--- config.mk ---
export PLATFORM = sky130hd
export DESIGN_NAME = inst_mem_sync
export DESIGN_NICKNAME = d
export VERILOG_FILES = /design/src/rtl/inst_mem_sync.sv
export SDC_FILE = /design/constraint.sdc
export NUM_CORES = 1
export LEC_CHECK = 0
export CAP_MARGIN = 30
export CORE_MARGIN = 5
export CORE_UTILIZATION = 50
export DETAILED_ROUTE_END_ITERATION = 6
export PLACE_DENSITY = 0.67
export SKIP_LAST_GASP = 1
export SYNTH_ARGS = -nofsm -noshare
export SYNTH_HDL_FRONTEND = slang
export SYNTH_SLANG_ARGS = --single-unit
--- constraint.sdc ---
create_clock -name clk -period 1.91 [get_ports clk]
set_input_delay 0.191 -clock clk [delete_from_list [all_inputs] [get_ports clk]]
set_output_delay 0.191 -clock clk [all_outputs]
set_load 0.02 [all_outputs]
--- src/rtl/inst_mem_sync.sv ---
// Instruction memory for the fetch stage; optional per-word parity under IMEM_PARITY_EN.
// Latency: 1 cycle from accepted fetch to registered inst/inst_valid/fault_*.
// Backpressure: inst_stall freezes a valid response and drops fetch_ready; requests are not queued.
module inst_mem_sync #(
  parameter int ADDR_W = 32,
  parameter int DATA_W = 32,
  parameter int DEPTH  = 32
) (
  input  logic                       clk,
  input  logic                       rst,
  input  logic                       fetch_req,
  input  logic [ADDR_W-1:0]          fetch_addr,
  output logic                       fetch_ready,
  output logic [DATA_W-1:0]          inst,
  output logic                       inst_valid,
  input  logic                       inst_stall,
  output logic                       fault_align,
  output logic                       fault_range,
  output logic                       fault_parity,
  input  logic                       prog_we,
  input  logic [$clog2(DEPTH)-1:0]   prog_addr,
  input  logic [DATA_W-1:0]          prog_data,
  input  logic                       prog_perr
);

  localparam int IDX_W = $clog2(DEPTH);
  // Address is widened so the index slice is always legal, even for narrow ADDR_W.
  localparam int PAD_W = (ADDR_W > IDX_W + 2) ? ADDR_W : IDX_W + 2;

  logic [DATA_W-1:0] mem [DEPTH];

  logic [PAD_W-1:0]  addr_pad;
  logic [IDX_W-1:0]  idx;
  logic [DATA_W-1:0] rd_word;
  logic              align_err;
  logic              range_err;
  logic              parity_err;
  logic              hold;
  logic              accept;

  assign addr_pad  = PAD_W'(fetch_addr);
  assign idx       = addr_pad[IDX_W+1:2];
  assign rd_word   = mem[idx];
  assign align_err = |fetch_addr[1:0];

  generate
    if (PAD_W > IDX_W + 2) begin : g_range
      assign range_err = |addr_pad[PAD_W-1:IDX_W+2];
    end else begin : g_no_range
      assign range_err = 1'b0;
    end
  endgenerate

  assign hold        = inst_valid & inst_stall;
  assign fetch_ready = ~hold;
  assign accept      = fetch_req & fetch_ready;

  // Nonblocking write gives read-before-write on a same-edge read of the same index.
  always_ff @(posedge clk) begin
    if (prog_we) begin
      mem[prog_addr] <= prog_data;
    end
  end

`ifdef IMEM_PARITY_EN
  logic par_mem [DEPTH];

  always_ff @(posedge clk) begin
    if (prog_we) begin
      par_mem[prog_addr] <= (^prog_data) ^ prog_perr;
    end
  end

  assign parity_err = (^rd_word) ^ par_mem[idx];
`else
  logic unused_prog_perr;

  assign unused_prog_perr = prog_perr;
  assign parity_err       = 1'b0;
`endif

  always_ff @(posedge clk or posedge rst) begin
    if (rst) begin
      inst         <= '0;
      inst_valid   <= 1'b0;
      fault_align  <= 1'b0;
      fault_range  <= 1'b0;
      fault_parity <= 1'b0;
    end else if (hold) begin
      inst         <= inst;
      inst_valid   <= 1'b1;
      fault_align  <= fault_align;
      fault_range  <= fault_range;
      fault_parity <= fault_parity;
    end else if (accept) begin
      inst_valid   <= 1'b1;
      fault_align  <= align_err;
      fault_range  <= ~align_err & range_err;
      if (align_err | range_err) begin
        inst         <= '0;
        fault_parity <= 1'b0;
      end else begin
        inst         <= rd_word;
        fault_parity <= parity_err;
      end
    end else begin
      // Data register keeps its last word; flags are only meaningful alongside inst_valid.
      inst_valid   <= 1'b0;
      fault_align  <= 1'b0;
      fault_range  <= 1'b0;
      fault_parity <= 1'b0;
    end
  end

endmodule

Fig. 1: run 1, track usage over the die
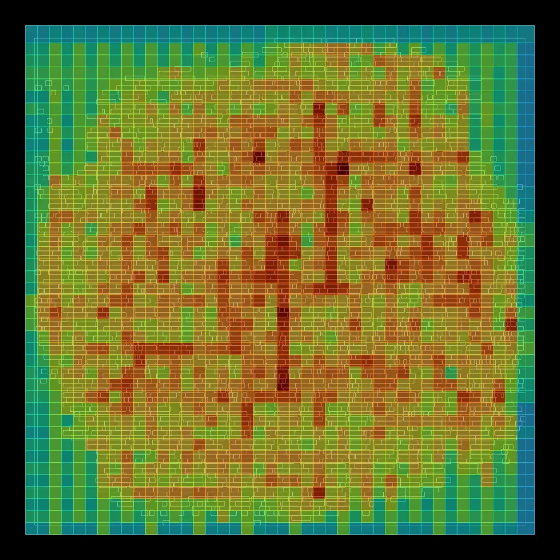
GR peak layer: met2
Total GRT Usage: 0.2428
met3 usage: 0.05767

Fig. 2: run 1, routed metal, one colour a layer
Scale: 1 px per um.
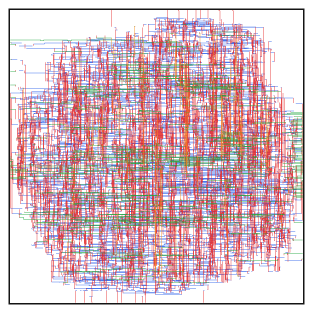
| colour | layer | wire length |
|---|---|---|
| orange | metal 4 | 3320 um |
| red | metal 2 | 49.7 mm |
| green | metal 3 | 11000 um |
| blue | metal 1 | 40.1 mm |
via count: 20400
Routed WL per cell: 32.22 um
final wirelength: 104100 um

==> flow_summary.json, run 1 <==
{
  "nWellTaps": 1050,
  "path_depth": 5,
  "drc": 0,
  "finalCritPeriodShare": 0.9559,
  "edf_count": 1024,
  "timing.rr.start": "mem[19][7]",
  "switching_power_w": 0.009986,
  "timing.final.max_slew_violations": 0,
  "grt_use_met1": 0.3442,
  "powerDensity_mw_per_mm2": 1002,
  "seq-cell-share": 0.6479,
  "simple_gate_area_frac": 0.01360,
  "n_antenna_cell": 1,
  "antenna_found_initial": 3,
  "dpl-instance-area_sq_mm": 0.04541,
  "num_rows": 103,
  "cts_hold_buf": 1,
  "ys_types": 37,
  "globalplace.congestion": 0.8190,
  "ys_top_cells_by_count": "1024 x edfxtp_1, 256 x mux4_2, 52 x mux2i_1, 48 x o22ai_1, 44 x nand2_1",
  "met3_length_um": 10980,
  "clk_pin_slew_worst_paths_ns": 0.06,
  "drv_cap": 0,
  "fin_setup_tns_ns": 0,
  "ys_area_sq_mm": 0.04002,
  "max_slew_margin": 0.5468,
  "cp-startpoint": "mem[19][7]",
  "top_area_cell": "edfxtp_1",
  "antenna_left": 0,
  "fmax_mhz": 547.7,
  "signal_buffers": 351,
  "dpl.cell_count": 3038,
  "grt_max_degree": 37,
  "syn_inst": 1729,
  "critPathKind": "reg -> reg",
  "power_leader": "registers",
  "slowest_stage": "mux4_2",
  "clkPwrFrac": 0.418,
  "fp.dieW_um": 292.9,
  "topRoutingLayerUsed": "met4",
  "p_int_w": 0.03892,
  "cp_max_fo": 1,
  "dp_slack_ns": -0.3447,
  "logic_area_sq_mm": 0.008182,
  "p_seq_frac": 0.528,
  "cts_buffers": 102,
  "layout-drive-gt1-share": 0.3200,
  "compound_area_frac": 0.02660,
  "hold_path_class": "in -> reg",
  "ff_count": 1059,
  "synthTopCellsByArea": "edfxtp_1 77%, mux4_2 14%, dfrtp_1 2.2%",
  "outcome": "complete, no violations",
  "cp.arrival_ns": 2.36,
  "ctsRootBufferMaster": "clkbuf_16",
  "die_y_um": 292.9,
  "seq_power_w": 0.0258,
  "ir_drop_mv": 0.8771,
  "syn-num-nets": 1804,
  "hpwl_um": 62610,
  "crit_required_ns": 2.45,
  "syn_avg_cell_area_sq_um": 23.15,
  "cts-resized-gates": 27,
  "setup_viol": 0,
  "h-tree-depth": 3,
  "finalInstanceArea_sq_mm": 0.04881,
  "flop_cell": "edfxtp_1",
  "synthMuxAreaShare": 0.1579,
  "final_common_cell": "edfxtp_1",
  "die-area_sq_mm": 0.08580
}
Fig. 3: run 1, the metal 3 layer
Scale: 1 px per um.
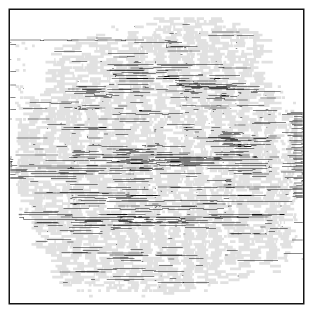
main direction: horizontal
wire length on this layer: 11000 um
nets with wire on the layer: 309
share of all routed wire: 11%

run 1: through the flow:
step	power [W]	hold WS, ns
after floorplan	0.02754	0.2899
after detailed placement	0.02893	0.4579
after global routing	0.05033	0.1841
final	0.04891	0.1666
after CTS	0.04915	0.1263
after global placement	0.02886	0.4671
run 1: sequential cells by signal, indices dropped and copies added, names as in the netlist:
name	cells
inst_valid	1
fault_align	1
mem	1024
inst	32
fault_range	1
run 1: how the worst min path moves through the flow:
stage / cells past startpoint / from / to / slack (ns)
after global placement: 2 / inst[31] / inst[31] / 0.47
after global routing: 2 / fetch_req / inst_valid / 0.18
final: 4 / fetch_addr[5] / inst[7] / 0.17
after floorplan: 0 / prog_data[0] / mem[0][0] / 0.29
after CTS: 4 / fetch_addr[5] / inst[9] / 0.13
after detailed placement: 2 / inst[22] / inst[22] / 0.46
Fig. 4: run 1, sequential cells coloured by netlist name
Scale: 1 px per um.
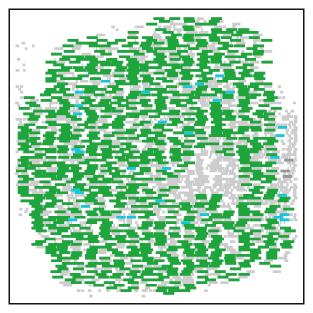

==> run 2, diff against run 1 <==
--- a/config.mk
+++ b/config.mk
@@ -9,8 +9,9 @@
 export CORE_MARGIN = 5
 export CORE_UTILIZATION = 50
 export DETAILED_ROUTE_END_ITERATION = 6
-export PLACE_DENSITY = 0.67
+export PLACE_DENSITY = 0.69
 export SKIP_LAST_GASP = 1
+export SLEW_MARGIN = 30
 export SYNTH_ARGS = -nofsm -noshare
 export SYNTH_HDL_FRONTEND = slang
 export SYNTH_SLANG_ARGS = --single-unit
==> constraint.sdc (replaced) <==
create_clock -name clk -period 1.5 [get_ports clk]
set_input_delay 0.15 -clock clk [delete_from_list [all_inputs] [get_ports clk]]
set_output_delay 0.15 -clock clk [all_outputs]
set_load 0.02 [all_outputs]
Fig. 5: run 2, sequential cells coloured by netlist name
Scale: 1 px per um.
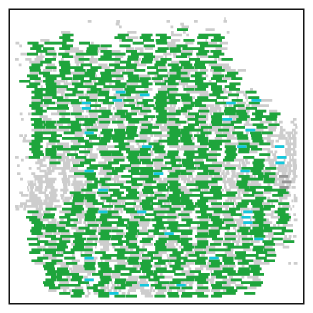
| colour | signal | sequential cells |
|---|---|---|
| green | mem | 1024 |
| cyan | inst | 32 |
not coloured: 3
fin util: 0.6249
Seq. pwr: 0.0329 W
Reg area: 0.03164 sq mm
sequential cell area share: 0.6399

Fig. 6: run 2, the metal 3 layer
Scale: 1 px per um.
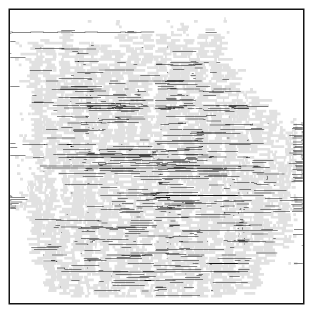
main direction: horizontal
longest straight run: 141 um
nets with wire on the layer: 311
share of all routed wire: 10%
met3 usage: 0.04528
via count: 20190
final wirelength: 98520 um

==> run 2 against run 1 <==
Compared with the run above: the run now ends with setup timing left; synthesized cell count did not move; utilization grew 0.80 points; register-to-register slack lost 0.34 ns; highest routed layer is now met5; clock power grew 39%; first-iteration DRC count is 11% lower; fmax up 4.1%.
==> flow_summary.json, run 2 <==
{
  "outcome": "finished, violations left",
  "violations": "setup timing",
  "drc": 0,
  "fmax_mhz": 570.0,
  "reg_top3": "mem x1024, inst x32",
  "cts-resized-gates": 168,
  "dpl.cell_count": 3065,
  "busiest_layer": "met2",
  "cts_buffers": 104,
  "n_antenna_cell": 0,
  "syn-num-nets": 1804,
  "ys_area_sq_mm": 0.04002,
  "final_common_cell": "edfxtp_1",
  "largest_reg_flops": 1024,
  "met2_usage": 0.3729,
  "drv_cap": 0,
  "track_usage": 0.2297,
  "synthTopCellsByArea": "edfxtp_1 77%, mux4_2 14%, dfrtp_1 2.2%",
  "fp.dieW_um": 292.9,
  "met3_length_um": 10130,
  "dpl-instance-area_sq_mm": 0.04557,
  "globalplace.congestion": 0.8139,
  "die-area_sq_mm": 0.08580,
  "cp.arrival_ns": 2.30,
  "fin_setup_tns_ns": -6.316,
  "top_area_cell": "edfxtp_1",
  "largest_register": "mem",
  "logic_area_sq_mm": 0.008270,
  "cts_hold_buf": 1,
  "total_power_w": 0.06478,
  "clk_pin_slew_worst_paths_ns": 0.06,
  "flop_cell": "edfxtp_1",
  "hold_path_class": "in -> reg",
  "warnings": 31,
  "yosysMostFrequentCell": "edfxtp_1",
  "ys_types": 37,
  "tightest_slew_ns": 0.6837,
  "wire_per_inst_um": 30.17,
  "dp_slack_ns": -0.6507,
  "ctsRootBufferMaster": "clkbuf_16",
  "num_rows": 103,
  "p_int_w": 0.05194,
  "topRoutingLayerUsed": "met5",
  "power_leader": "registers",
  "timing.final.max_slew_violations": 0,
  "cp_max_fo": 1,
  "ys_top_cells_by_count": "1024 x edfxtp_1, 256 x mux4_2, 52 x mux2i_1, 48 x o22ai_1, 44 x nand2_1",
  "grt_use_met1": 0.3211,
  "powerDensity_mw_per_mm2": 1310,
  "edf_count": 1024,
  "finalInstanceArea_sq_mm": 0.04944,
  "final_cells": 3266,
  "ir_drop_mv": 0.8814,
  "yosys.stat.seqShare": 0.7902,
  "switching_power_w": 0.01284,
  "syn_avg_cell_area_sq_um": 23.15,
  "finalCritPeriodShare": 1.170,
  "syn_inst": 1729,
  "leakage_nw": 16.22,
  "hpwl_um": 59310,
  "crit_required_ns": 2.04,
  "antenna_found_initial": 1,
  "p_seq_frac": 0.507,
  "start_kind": "flip-flop",
  "pwr-share-comb": 0.053,
  "max_slew_margin": 0.5442,
  "grt_max_degree": 36,
  "ff_count": 1059,
  "slowest_stage": "mux4_2",
  "fin_hold_ws_ns": 0.1173,
  "critPathKind": "reg -> reg",
  "layout-drive-gt1-share": 0.3646,
  "slowest_delay_ns": 0.50,
  "nWellTaps": 1050,
  "signal_buffers": 381,
  "fp_util": 0.5058,
  "die_y_um": 292.9,
  "h-tree-depth": 3,
  "finalWorstSetupSlack_ns": -0.2545,
  "setup_viol": 33,
  "antenna_left": 0
}
Fig. 7: run 2, routed clock nets over the placement
Scale: 1 px per um.
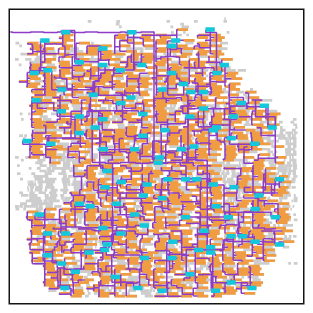
[orange] flip-flops | count: 1059
[purple] clock wires | length: 11000 um
[cyan] clock drivers | count: 104
flops lie: widely spread
routed clock nets: 105
Clock Latency Late Sink: 0.66 ns
clock power share: 0.440
clock network power: 0.0285 W
clk_skew: 0.02896 ns

## run 2: cells by family after synthesis
family,after synthesis,synth area share
buf+inv,93,0.01160
simple gates,119,0.01360
flops,1059,0.7902
compound gates,146,0.02660
mux,311,0.1579
other cells,1,0.00009370
## run 2: path summary, 6_finish.rpt
| check | start | endpoint | slack [ns] | depth (start not counted) |
|---|---|---|---|---|
| setup / recovery | mem[19][4] | inst[4] | -0.25 | 5 |
| hold / removal | fetch_addr[5] | inst[7] | 0.12 | 4 |
| setup reg to reg | mem[19][4] | inst[4] | -0.25 | 5 |
| hold reg to reg | fault_align | fault_align | 0.50 | 2 |
| max in group asynchronous | rst | inst[17] | 0.75 | 4 |
| min in group asynchronous | rst | inst[4] | 0.44 | 4 |
Power is estimated from default activity; no workload was simulated.
